--- src/rtl/p4_router_ingress_dwrr_sched_pkg.sv ---
`default_nettype none
// +--------------------------------------------------------------------------+
// | Package : p4_router_pkg                                                  |
// | Purpose : Shared types and width helpers for the P4 router ingress       |
// |           DWRR scheduler and its round-robin picker.                     |
// | Contents: dwrr_state_t    - scheduler state encoding                     |
// |           deficit_width() - signed deficit width for a given MTU/quantum |
// |           index_width()   - encoded port index width, minimum 1 bit      |
// | Revision: 1.0 - initial release                                          |
// +--------------------------------------------------------------------------+
package p4_router_pkg;

    typedef enum logic [1:0] {
        ARB       = 2'd0,
        REPLENISH = 2'd1,
        XFER      = 2'd2
    } dwrr_state_t;

    // Two guard bits: one for sign, one so a full quantum can be added to a
    // deficit that is still carrying up to an MTU of debt.
    function automatic int deficit_width(input int mtu_bytes, input int quantum_width);
        return $clog2(mtu_bytes + (2 ** quantum_width)) + 2;
    endfunction

    function automatic int index_width(input int num_ports);
        return (num_ports > 1) ? $clog2(num_ports) : 1;
    endfunction

    function automatic int wrap_add(input int base, input int offset, input int modulus);
        return (base + offset) % modulus;
    endfunction

endpackage
`default_nettype wire

--- src/rtl/p4_router_ingress_dwrr_sched_if.sv ---
`default_nettype none
// +--------------------------------------------------------------------------+
// | Interface : p4_router_ingress_dwrr_sched_if                              |
// | Purpose   : Request/config inputs, merged-bus beat observation and grant |
// |             outputs of the ingress DWRR scheduler.                       |
// | Modports  : master - scheduler side (drives grant, status)               |
// |             slave  - port/bus side (drives requests, beat observation)   |
// | Signals   : port_req, port_enable, quantum, xfer_valid, xfer_last,       |
// |             xfer_bytes, grant, grant_valid, grant_index, deficit,        |
// |             replenish_cnt                                                |
// | Revision  : 1.0 - initial release                                        |
// +--------------------------------------------------------------------------+
interface p4_router_ingress_dwrr_sched_if
    import p4_router_pkg::*;
#(
    parameter int NUM_PORTS     = 4,
    parameter int QUANTUM_WIDTH = 16,
    parameter int MTU_BYTES     = 9600,
    parameter int BUS_BYTES     = 64,
    parameter int DEFICIT_WIDTH = deficit_width(MTU_BYTES, QUANTUM_WIDTH)
) ();
    localparam int IDX_W   = index_width(NUM_PORTS);
    localparam int BYTES_W = $clog2(BUS_BYTES + 1);

    logic [NUM_PORTS-1:0]                     port_req;
    logic [NUM_PORTS-1:0]                     port_enable;
    logic [NUM_PORTS-1:0][QUANTUM_WIDTH-1:0]  quantum;
    logic                                     xfer_valid;
    logic                                     xfer_last;
    logic [BYTES_W-1:0]                       xfer_bytes;
    logic [NUM_PORTS-1:0]                     grant;
    logic                                     grant_valid;
    logic [IDX_W-1:0]                         grant_index;
    logic [NUM_PORTS-1:0][DEFICIT_WIDTH-1:0]  deficit;
    logic [31:0]                              replenish_cnt;

    modport master (
        input  port_req, port_enable, quantum, xfer_valid, xfer_last, xfer_bytes,
        output grant, grant_valid, grant_index, deficit, replenish_cnt
    );

    modport slave (
        output port_req, port_enable, quantum, xfer_valid, xfer_last, xfer_bytes,
        input  grant, grant_valid, grant_index, deficit, replenish_cnt
    );

endinterface
`default_nettype wire

--- src/rtl/p4_router_ingress_dwrr_sched_rr_pick.sv ---
`default_nettype none
// +--------------------------------------------------------------------------+
// | Module  : p4_router_rr_pick                                              |
// | Purpose : Combinational rotate-priority encoder. Returns the first set   |
// |           request at or after ptr, wrapping around.                      |
// | Ports   : req    in  NUM_PORTS  request vector                           |
// |           ptr    in  IDX_W      starting search position                 |
// |           onehot out NUM_PORTS  selected request, one-hot                |
// |           index  out IDX_W      selected request, encoded                |
// |           any    out 1          at least one request set                 |
// | Revision: 1.0 - initial release                                          |
// +--------------------------------------------------------------------------+
module p4_router_rr_pick
    import p4_router_pkg::*;
#(
    parameter int NUM_PORTS = 4,
    parameter int IDX_W     = index_width(NUM_PORTS)
) (
    input  logic [NUM_PORTS-1:0] req,
    input  logic [IDX_W-1:0]     ptr,
    output logic [NUM_PORTS-1:0] onehot,
    output logic [IDX_W-1:0]     index,
    output logic                 any
);
    always_comb begin
        onehot = '0;
        index  = '0;
        any    = 1'b0;
        for (int k = 0; k < NUM_PORTS; k++) begin
            if (!any && req[wrap_add(int'(ptr), k, NUM_PORTS)]) begin
                any    = 1'b1;
                index  = IDX_W'(wrap_add(int'(ptr), k, NUM_PORTS));
                onehot[wrap_add(int'(ptr), k, NUM_PORTS)] = 1'b1;
            end
        end
    end

endmodule
`default_nettype wire

--- src/rtl/p4_router_ingress_dwrr_sched.sv ---
`default_nettype none
// +--------------------------------------------------------------------------+
// | Module  : p4_router_ingress_dwrr_sched                                   |
// | Purpose : Packet-aware deficit-weighted round-robin grant controller for |
// |           the ingress merge point. Grants are held until tlast of the    |
// |           granted packet; each port earns a byte share set by quantum.   |
// | Ports   : clk_ifc     in  core clock                                     |
// |           sreset_ifc  in  synchronous active-high reset                  |
// |           bus         master modport: port_req/port_enable/quantum in,   |
// |                       xfer_valid/last/bytes in, grant/grant_valid/       |
// |                       grant_index/deficit/replenish_cnt out              |
// | Revision: 1.0 - initial release                                          |
// +--------------------------------------------------------------------------+
module p4_router_ingress_dwrr_sched
    import p4_router_pkg::*;
#(
    parameter int NUM_PORTS     = 4,
    parameter int QUANTUM_WIDTH = 16,
    parameter int MTU_BYTES     = 9600,
    parameter int BUS_BYTES     = 64,
    parameter int DEFICIT_WIDTH = deficit_width(MTU_BYTES, QUANTUM_WIDTH)
) (
    input  logic                           clk_ifc,
    input  logic                           sreset_ifc,
    p4_router_ingress_dwrr_sched_if.master bus
);
    localparam int IDX_W   = index_width(NUM_PORTS);
    localparam int BYTES_W = $clog2(BUS_BYTES + 1);
    localparam int SUM_W   = DEFICIT_WIDTH + 1;
    localparam logic signed [SUM_W-1:0] c_DEF_MAX = {2'b00, {(DEFICIT_WIDTH-1){1'b1}}};
    localparam logic signed [SUM_W-1:0] c_DEF_MIN = -(SUM_W'(MTU_BYTES));

    dwrr_state_t                     r_state;
    logic [IDX_W-1:0]                r_ptr;
    logic [IDX_W-1:0]                r_grant_index;
    logic [NUM_PORTS-1:0]            r_grant;
    logic                            r_grant_valid;
    logic signed [DEFICIT_WIDTH-1:0] r_deficit [NUM_PORTS];
    logic [31:0]                     r_replenish_cnt;

    logic [NUM_PORTS-1:0]            w_eligible;
    logic [NUM_PORTS-1:0]            w_backlog;
    logic [NUM_PORTS-1:0]            w_pick_onehot;
    logic [IDX_W-1:0]                w_pick_index;
    logic                            w_pick_any;
    logic signed [SUM_W-1:0]         w_sum [NUM_PORTS];
    logic signed [DEFICIT_WIDTH-1:0] w_sat [NUM_PORTS];
    logic [BYTES_W-1:0]              w_bytes;
    logic signed [DEFICIT_WIDTH-1:0] w_gdef;
    logic signed [SUM_W-1:0]         w_diff;
    logic signed [DEFICIT_WIDTH-1:0] w_debited;
    logic                            w_ptr_stay;
    logic [IDX_W-1:0]                w_ptr_next;

    assign w_bytes = bus.xfer_bytes;

    // Eligibility, backlog and the saturating replenish value per port.
    always_comb begin
        for (int i = 0; i < NUM_PORTS; i++) begin
            w_eligible[i] = bus.port_req[i] & bus.port_enable[i]
                          & ~r_deficit[i][DEFICIT_WIDTH-1] & (r_deficit[i] != '0);
            w_backlog[i]  = bus.port_req[i] & bus.port_enable[i] & (bus.quantum[i] != '0);
            w_sum[i]      = {r_deficit[i][DEFICIT_WIDTH-1], r_deficit[i]} + SUM_W'(bus.quantum[i]);
            w_sat[i]      = (w_sum[i] > c_DEF_MAX) ? c_DEF_MAX[DEFICIT_WIDTH-1:0]
                                                   : w_sum[i][DEFICIT_WIDTH-1:0];
        end
    end

    p4_router_rr_pick #(
        .NUM_PORTS (NUM_PORTS),
        .IDX_W     (IDX_W)
    ) u_pick (
        .req    (w_eligible),
        .ptr    (r_ptr),
        .onehot (w_pick_onehot),
        .index  (w_pick_index),
        .any    (w_pick_any)
    );

    // Debit of the granted port, floored at -MTU so a runaway packet cannot
    // push the deficit past what one future quantum range can recover.
    assign w_gdef     = r_deficit[r_grant_index];
    assign w_diff     = {w_gdef[DEFICIT_WIDTH-1], w_gdef} - SUM_W'(w_bytes);
    assign w_debited  = (w_diff < c_DEF_MIN) ? c_DEF_MIN[DEFICIT_WIDTH-1:0]
                                             : w_diff[DEFICIT_WIDTH-1:0];
    // A port that still has credit and more traffic keeps priority.
    assign w_ptr_stay = bus.port_req[r_grant_index] & ~w_debited[DEFICIT_WIDTH-1]
                      & (w_debited != '0);
    assign w_ptr_next = w_ptr_stay ? r_grant_index
                      : (r_grant_index == IDX_W'(NUM_PORTS - 1)) ? '0
                      : r_grant_index + 1'b1;

    always_ff @(posedge clk_ifc) begin
        if (sreset_ifc) begin
            r_state         <= ARB;
            r_ptr           <= '0;
            r_grant         <= '0;
            r_grant_valid   <= 1'b0;
            r_grant_index   <= '0;
            r_replenish_cnt <= '0;
            for (int i = 0; i < NUM_PORTS; i++) begin
                r_deficit[i] <= '0;
            end
        end else begin
            // Disabled ports lose their credit unless they own the bus; the
            // granted port keeps being debited until its packet ends.
            for (int i = 0; i < NUM_PORTS; i++) begin
                if (!bus.port_enable[i] && !(r_grant_valid && r_grant[i])) begin
                    r_deficit[i] <= '0;
                end
            end

            case (r_state)
                ARB: begin
                    if (w_pick_any) begin
                        r_grant       <= w_pick_onehot;
                        r_grant_valid <= 1'b1;
                        r_grant_index <= w_pick_index;
                        r_state       <= XFER;
                    end else if (|w_backlog) begin
                        r_state <= REPLENISH;
                    end
                end

                REPLENISH: begin
                    // Ports with nothing to send forfeit any credit.
                    for (int i = 0; i < NUM_PORTS; i++) begin
                        r_deficit[i] <= w_backlog[i] ? w_sat[i] : '0;
                    end
                    r_replenish_cnt <= r_replenish_cnt + 32'd1;
                    r_state         <= ARB;
                end

                XFER: begin
                    if (bus.xfer_valid && r_grant_valid) begin
                        r_deficit[r_grant_index] <= w_debited;
                        if (bus.xfer_last) begin
                            r_grant       <= '0;
                            r_grant_valid <= 1'b0;
                            r_ptr         <= w_ptr_next;
                            r_state       <= ARB;
                        end
                    end
                end

                default: r_state <= ARB;
            endcase
        end
    end

    assign bus.grant         = r_grant;
    assign bus.grant_valid   = r_grant_valid;
    assign bus.grant_index   = r_grant_index;
    assign bus.replenish_cnt = r_replenish_cnt;

    generate
        for (genvar gi = 0; gi < NUM_PORTS; gi++) begin : g_deficit_out
            assign bus.deficit[gi] = r_deficit[gi];
        end
    endgenerate

endmodule
`default_nettype wire

--- src/flat_wrapper.sv ---
// flat-port wrapper written by rule: the top's interface ports become plain ports
module p4_router_ingress_dwrr_sched_flat import p4_router_pkg::*;
#(
    parameter int NUM_PORTS     = 4,
    parameter int QUANTUM_WIDTH = 16,
    parameter int MTU_BYTES     = 9600,
    parameter int BUS_BYTES     = 64,
    parameter int DEFICIT_WIDTH = deficit_width(MTU_BYTES, QUANTUM_WIDTH)
)
  (clk_ifc, sreset_ifc, bus_port_req, bus_port_enable, bus_quantum, bus_xfer_valid, bus_xfer_last, bus_xfer_bytes, bus_grant, bus_grant_valid, bus_grant_index, bus_deficit, bus_replenish_cnt);
  p4_router_ingress_dwrr_sched_if #(.NUM_PORTS(NUM_PORTS), .QUANTUM_WIDTH(QUANTUM_WIDTH), .MTU_BYTES(MTU_BYTES), .BUS_BYTES(BUS_BYTES), .DEFICIT_WIDTH(DEFICIT_WIDTH)) bus_i ();
  input  logic clk_ifc;
  input  logic sreset_ifc;
  input wire logic [$bits(bus_i.port_req)-1:0] bus_port_req;
  input wire logic [$bits(bus_i.port_enable)-1:0] bus_port_enable;
  input wire logic [$bits(bus_i.quantum)-1:0] bus_quantum;
  input wire logic [$bits(bus_i.xfer_valid)-1:0] bus_xfer_valid;
  input wire logic [$bits(bus_i.xfer_last)-1:0] bus_xfer_last;
  input wire logic [$bits(bus_i.xfer_bytes)-1:0] bus_xfer_bytes;
  output wire logic [$bits(bus_i.grant)-1:0] bus_grant;
  output wire logic [$bits(bus_i.grant_valid)-1:0] bus_grant_valid;
  output wire logic [$bits(bus_i.grant_index)-1:0] bus_grant_index;
  output wire logic [$bits(bus_i.deficit)-1:0] bus_deficit;
  output wire logic [$bits(bus_i.replenish_cnt)-1:0] bus_replenish_cnt;
  assign bus_i.port_req = bus_port_req;
  assign bus_i.port_enable = bus_port_enable;
  assign bus_i.quantum = bus_quantum;
  assign bus_i.xfer_valid = bus_xfer_valid;
  assign bus_i.xfer_last = bus_xfer_last;
  assign bus_i.xfer_bytes = bus_xfer_bytes;
  assign bus_grant = bus_i.grant;
  assign bus_grant_valid = bus_i.grant_valid;
  assign bus_grant_index = bus_i.grant_index;
  assign bus_deficit = bus_i.deficit;
  assign bus_replenish_cnt = bus_i.replenish_cnt;
  p4_router_ingress_dwrr_sched #(.NUM_PORTS(NUM_PORTS), .QUANTUM_WIDTH(QUANTUM_WIDTH), .MTU_BYTES(MTU_BYTES), .BUS_BYTES(BUS_BYTES), .DEFICIT_WIDTH(DEFICIT_WIDTH)) u_core (.clk_ifc(clk_ifc), .sreset_ifc(sreset_ifc), .bus(bus_i));
endmodule
--- config.mk ---
export PLATFORM = sky130hd
export DESIGN_NAME = p4_router_ingress_dwrr_sched_flat
export DESIGN_NICKNAME = d
export VERILOG_FILES = /design/src/rtl/p4_router_ingress_dwrr_sched_pkg.sv /design/src/rtl/p4_router_ingress_dwrr_sched_if.sv /design/src/rtl/p4_router_ingress_dwrr_sched_rr_pick.sv /design/src/rtl/p4_router_ingress_dwrr_sched.sv /design/src/flat_wrapper.sv
export SDC_FILE = /design/constraint.sdc
export NUM_CORES = 1
export LEC_CHECK = 0
export ABC_AREA = 0
export CORE_UTILIZATION = 50
export DETAILED_ROUTE_END_ITERATION = 8
export PLACE_DENSITY_LB_ADDON = 0.3
export SYNTH_ARGS = -nofsm -noshare
export SYNTH_HDL_FRONTEND = slang
export SYNTH_SLANG_ARGS = --single-unit
export TNS_END_PERCENT = 5
--- constraint.sdc ---
create_clock -name clk_ifc -period 5.4 [get_ports clk_ifc]
set_input_delay 0.54 -clock clk_ifc [delete_from_list [all_inputs] [get_ports clk_ifc]]
set_output_delay 0.54 -clock clk_ifc [all_outputs]
set_load 0.01 [all_outputs]
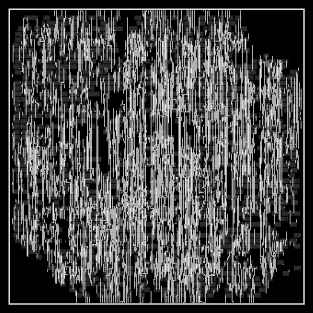
*Metal 2, run 1*
Drawn at 2 px/um. Cells faint in the background.
nets with wire on the layer	1363
longest straight run	54.6 um

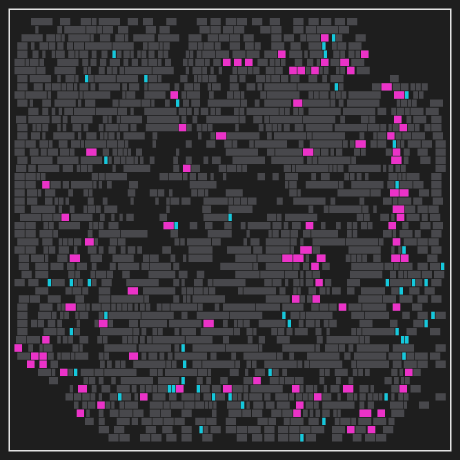
*Logic cells by family, run 1*
Drawn at 3 px/um.
color	family	cells	most used	where
magenta	AND-OR and OR-AND gates	81	a21o_1	spread over the die
cyan	inverters	49	inv_1	spread over the die

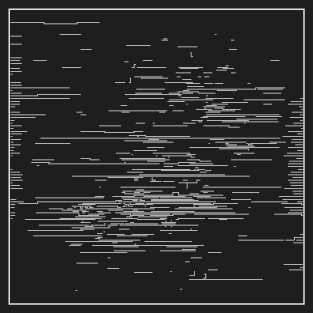
*M3 wires, run 1*
Drawn at 2 px/um.
main direction	horizontal
nets with wire on the layer	283
wire length on this layer	4180 um
share of all routed wire	11%

==> run summary, run 1 <==
Synthesis and PnR results.

- The global routing met1 resource utilization is a little over two fifths.
- The flow ran to the end, and the final reports show no timing, DRC or antenna violations.
- Note that the worst hold path type here is register to register.
- The area inside the core boundary reads a little over 20000 um^2.
- The detailed router put a total of roughly 14000 um of wire on met1.
- By instance count after routing, the leading logic cell types are sky130_fd_sc_hd__clkdlybuf4s50_1, sky130_fd_sc_hd__o21ai_0, sky130_fd_sc_hd__nor2_1, sky130_fd_sc_hd__ha_1, sky130_fd_sc_hd__edfxtp_1.
- The CTS report gives the tree buffer count as 17.
- The net switching power in the latest report is 1.141 mW.
- The total sequential power is 1.14 mW.
- The tally of clock buffers in the finished layout reads 19.
- STA puts the critical path data arrival time at 4.64 ns.
- The clock transition time at the flip-flop clock pins of the worst setup and hold paths reads approximately 0.060 ns.
- Counting only logic cells after layout, the most numerous master is sky130_fd_sc_hd__clkdlybuf4s50_1.
- Total power normalized to cell area comes to 244.8 nW/um^2.
- The synthesis report lists the Yosys warning total as 0.
- The post-route cell area is about 13000 um^2.
- The slack of the worst reg-to-reg path reads approximately 0.92 ns.
- The clock latency of the later-clocked register in the worst-skew pair is 0.43 ns.
- The vertical die dimension reported for this design is ~150 um.
- The area taken by flip-flops and latches reads roughly 3200 um^2.
- The most used flip-flop cell after synthesis is sky130_fd_sc_hd__edfxtp_1.
- The fraction of power consumed by combinational cells reads about 32%.
- Per the synthesis report, the AND-OR/OR-AND share of the synthesized area is ~24%.
- The count of flip-flops and latches is approximately 120.
- The tally of nets with antenna violations remaining after routing reads 0.
- The highest-utilization routing layer at the global route stage is met2.
- The most instantiated library cell after synthesis is sky130_fd_sc_hd__o21ai_0.
- The total power reads 3.254 mW.
- Setup repair after global routing left no endpoint under its margin.
- The peak per-stage delay on the critical path is 0.57 ns.
- The number of enable-type register cells in the synthesized netlist is approximately 76.
- The fraction of layout instances using a drive strength above 1 reads between 6 and 7%.
- After the flow finishes, the layout carries non-filler instances totaling around 1700.
- The total leakage power reads 5.191 nW.
- The share of the synthesized netlist area taken by xor and xnor gates is 7.690%.
- The cell-internal power is between 2 and 2.5 mW.
- The number of flip-flops under the largest register name is about 76.
- The fraction of post-synthesis cell area in the top cell type by area is between 20% and 30%.
- The fmax reads ~0.22 GHz.
- The DRC marker count from the first detailed-route iteration is approximately 1100.
- The global-route track usage on met2 is between 50% and 60%.
- The detailed-routing iteration count for the pre-antenna-repair pass reads 8.
- The instance area at placement is around 13000 um^2.
- The floorplan row count reads between 50 and 60.
- The global routing usage on met3 reads 8.313%.
- The cell type with the highest aggregate area in the netlist is sky130_fd_sc_hd__edfxtp_1.
- The global-route wire length before repair reads roughly 56000 um.
- The end of the worst register-to-register path reads u_core.r_deficit[3][0].
- In this run the critical path is formed by mux4_2, inv_1, ha_1, inv_1, fa_1, nand3_1, a21o_1, nand3_1, nor3_1, o32a_1, o31ai_1, a21oi_2, buf_4, nand2b_1, o21ai_0.
- The instance count of the mapped netlist reads around 1200.
- The synthesized area per cell is 8.777 um^2.
- The group with the largest share of power is registers.
- The register bank with the most flops reads u_core.r_deficit.
- The final-report setup violation count is 0.
- Per the detail_route log, the uppermost layer with routed signals is met4.
- When the netlist entered floorplanning its net count stood at between 1000 and 1500.
- Yosys attributes the largest share of cell area to sky130_fd_sc_hd__edfxtp_1, sky130_fd_sc_hd__ha_1, sky130_fd_sc_hd__dfxtp_1.
- The kind of cell adding the most delay to the critical path is AND-OR/OR-AND gates.
- The aggregate routed wire length reads ~36000 um.
- The tap cell count is roughly 270.
- The die area is between 20000 and 25000 um^2.
- For the final routed database, the setup TNS stands at 0 ns.
- The clock network power share reads between 30% and 40%.
- The logic depth of the worst setup path including buffers is 15.
- The report shows a maximum critical-path fanout of 11.
- The length of routed met2 wiring reads around 17000 um.
- The number of signal-net inverters in the final layout reads about 49.
- The hold path endpoint reads u_core.bus.replenish_cnt[1].
- The overflow left after global routing is 0.
- The worst hold path passes through 2 cells.
- The simple logic cell fraction of the synthesized area reads 18.30%.
- The layout overhead on the synthesized area is 27.09%.
- The sink count of the clock tree is 121.
- In this run the VDD rail shows a maximum IR drop of approximately 0.00022 V.
- The congestion estimate from routability-driven global placement came to a little under 1.
- The number of buffers and inverters on the critical path is 3.
- The worst-case headroom to the max-slew limit is between 20% and 30%.
- The fraction of final cell area spent on clock buffers and inverters in this run is a little over 4%.
- Clock network power for this build is 1.07 mW.
- In the final layout, excluding clock buffers the buffer count is 216.
- The number of hold buffers added after CTS was 0.
- The capturing instance or port of the critical path reads u_core.r_deficit[3][0].
- The post-layout net count is roughly 1600.
- The TritonCTS clock tree reads built.
- The kind of start point of the critical path is a register.
- The number of distinct standard cells referenced by the synthesized netlist reads ~77.
- The cell type taking the most area is multi-input combinational cells.
- The number of H-tree branching levels is 4.
- The master of the slowest instance on the critical path reads sky130_fd_sc_hd__dfxtp_1.
- Hold timing on the final database bottoms out at a slack of roughly 0.50 ns.
- After detailed routing, the met3 layer carries around 4200 um of wire.
==> inputs of run 2 (changes only) <==
--- a/config.mk
+++ b/config.mk
@@ -6,7 +6,7 @@
 export NUM_CORES = 1
 export LEC_CHECK = 0
 export ABC_AREA = 0
-export CORE_UTILIZATION = 50
+export CORE_UTILIZATION = 49
 export DETAILED_ROUTE_END_ITERATION = 8
 export PLACE_DENSITY_LB_ADDON = 0.3
 export SYNTH_ARGS = -nofsm -noshare
==> constraint.sdc (replaced) <==
create_clock -name clk_ifc -period 3.9 [get_ports clk_ifc]
set_input_delay 0.39 -clock clk_ifc [delete_from_list [all_inputs] [get_ports clk_ifc]]
set_output_delay 0.39 -clock clk_ifc [all_outputs]
set_load 0.01 [all_outputs]
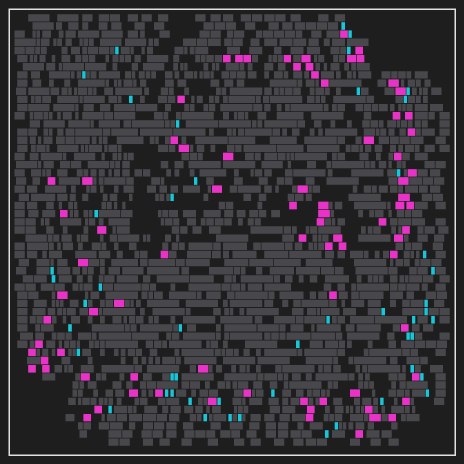
*Logic cells by family, run 2*
Drawn at 3 px/um.
color	family	cells	most used	where
magenta	AND-OR and OR-AND gates	81	a21o_1	spread over the die
cyan	inverters	49	inv_1	spread over the die

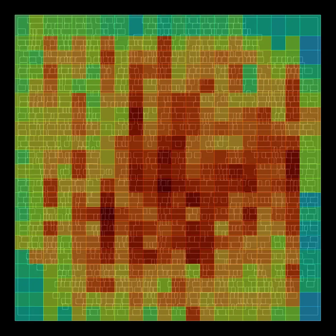
*Track usage over the die, run 2*
total global routing track utilization: 34.55%
routed len/inst: 21.70 um

==> run 2 against run 1 <==
Die area is 2.0% higher. Via count grew 2.6%. Register-to-register slack got worse by 0.92 ns. First-iteration DRC count is 5.9% lower. Non-clock buffer count up 88. Clock skew up 0.0048 ns. Sequential share of layout area is 1.5 points lower. Critical path depth down 1. Final cell count up 5.6%. Routed wire length up 5.2%. Clock power up 58%. Largest cell class unchanged.
==> run summary, run 2 <==
Synthesis and PnR results.

- In the post-synthesis netlist, the cell with the most instances is sky130_fd_sc_hd__o21ai_0.
- Per the final layout report, the fraction of cells sized above drive strength 1 comes to between 10% and 20%.
- The skew report gives the latency at the later pin of the worst-skew pair as around 0.42 ns.
- The worst-case headroom to the max-slew limit reads around 27%.
- Walking the worst path, the cells encountered are mux4_2, inv_1, ha_1, inv_1, fa_2, nand3_4, a21oi_1, or3_1, o32a_1, o32a_1, o31ai_4, a21oi_4, o21ai_2, o21ai_0.
- The number of enable-type register cells in the synthesized netlist reads about 76.
- After layout, the buffer instance count without clock buffers stands at 304.
- The most used flip-flop cell after synthesis reads sky130_fd_sc_hd__edfxtp_1.
- CTS saw roughly 120 sinks.
- The die area reads ~22000 um^2.
- The number of warnings printed during yosys synthesis is 0.
- The number of H-tree branching levels is 4.
- For this run, the slowest stage of the critical path takes about 0.50 ns.
- The power report attributes to the combinational group a share of 33.7%.
- In the per-layer summary, the met1 wirelength comes to 15400 um.
- Based on the critical path, the design can be clocked at up to about 0.26 GHz.
- After floorplanning, the core was sized to cover between 20000 and 25000 um^2.
- The run finished with clean final reports.
- The area taken by flip-flops and latches is 3183 um^2.
- The filler-free cell count of the finished design reads 1768.
- The detailed router reports a met2 wire length of between 15000 and 20000 um.
- The post-synth net total reads around 1400.
- The met3 wire length is just over 4000 um.
- The register bank with the most flops is u_core.r_deficit.
- The post-route worst hold slack reads approximately 0.5 ns.
- The layout overhead on the synthesized area reads 35.67%.
- The tally of nets with antenna violations remaining after routing is 0.
- The critical path arrival reads roughly 4.0 ns.
- The total power reads roughly 4.9 mW.
- The global-route wire length before repair is ~57000 um.
- The overflow left after global routing reads 0.
- Buffers inserted to repair hold after CTS numbered 0.
- The count of multi-input gates reads around 990.
- The share of the synthesized netlist area taken by xor and xnor gates reads about 7.7%.
- IR analysis of the VDD net gives a maximum drop of about 0.00034 V.
- The global routing met1 resource utilization is between 40% and 50%.
- The most common logic cells in the final layout are sky130_fd_sc_hd__clkdlybuf4s50_1, sky130_fd_sc_hd__o21ai_0, sky130_fd_sc_hd__buf_4, sky130_fd_sc_hd__nor2_1, sky130_fd_sc_hd__ha_1.
- The detailed-routing iteration count for the pre-antenna-repair pass reads 8.
- The count of flip-flops and latches reads between 100 and 150.
- In the power breakdown, the biggest contributor is clock.
- The clock transition time at the flip-flop clock pins of the worst setup and hold paths reads 0.06 ns.
- The simple logic cell fraction of the synthesized area reads between 10% and 20%.
- The clock network power share reads 34.5%.
- The maximum fanout encountered on the critical timing path reads 8.
- By area the synthesized netlist is led by sky130_fd_sc_hd__edfxtp_1, sky130_fd_sc_hd__ha_1, sky130_fd_sc_hd__dfxtp_1.
- After detailed routing, no signal wire sits above met5.
- The critical path's slowest stage uses the library cell sky130_fd_sc_hd__edfxtp_1.
- The share of final layout cell area taken by clock buffers and inverters is 4.548%.
- Setup repair after global routing could not meet its margin everywhere.
- The highest-utilization routing layer at the global route stage is met2.
- The fraction of post-synthesis cell area in the top cell type by area reads a little over a fifth.
- The clock network consumes a total of between 1.5 and 2 mW.
- The tap cell count reads approximately 280.
- For reference, the post-synthesis area per instance comes to about 9 um^2.
- The kind of start point of the critical path is a register.
- The instance area at placement reads between 10000 and 15000 um^2.
- For hold timing, the worst endpoint is u_core.bus.replenish_cnt[20].
- In the synthesized netlist, the number of instances is 1192.
- The timing report gives the worst reg2reg path a setup slack of 0.005 ns.
- The final layout contains routed wiring with a total length of about 38000 um.
- Counting buffers and inverters, the worst setup path is 14 cells deep.
- The TritonCTS clock tree is built.
- The total sequential power is 1.55 mW.
- The DRC marker count from the first detailed-route iteration reads about 1100.
- In the final layout, excluding clock inverters the inverter count is around 50.
- The number of flip-flops under the largest register name is between 70 and 80.
- The die height is 148.1 um.
- Counting instances, the worst hold path has a depth of 2.
- CTS added clock buffers totalling 17.
- The cell family contributing the most delay on the critical path is AND-OR/OR-AND gates.
- Checking hold timing, the worst path is listed with class register to register.
- In the global route stage, met2 resource usage came out at around 56%.
- The cell-internal power is between 3 and 4 mW.
- The global routing usage on met3 reads a little over 8%.
Power figures rest on the tool's default switching activity, not on a simulated workload.
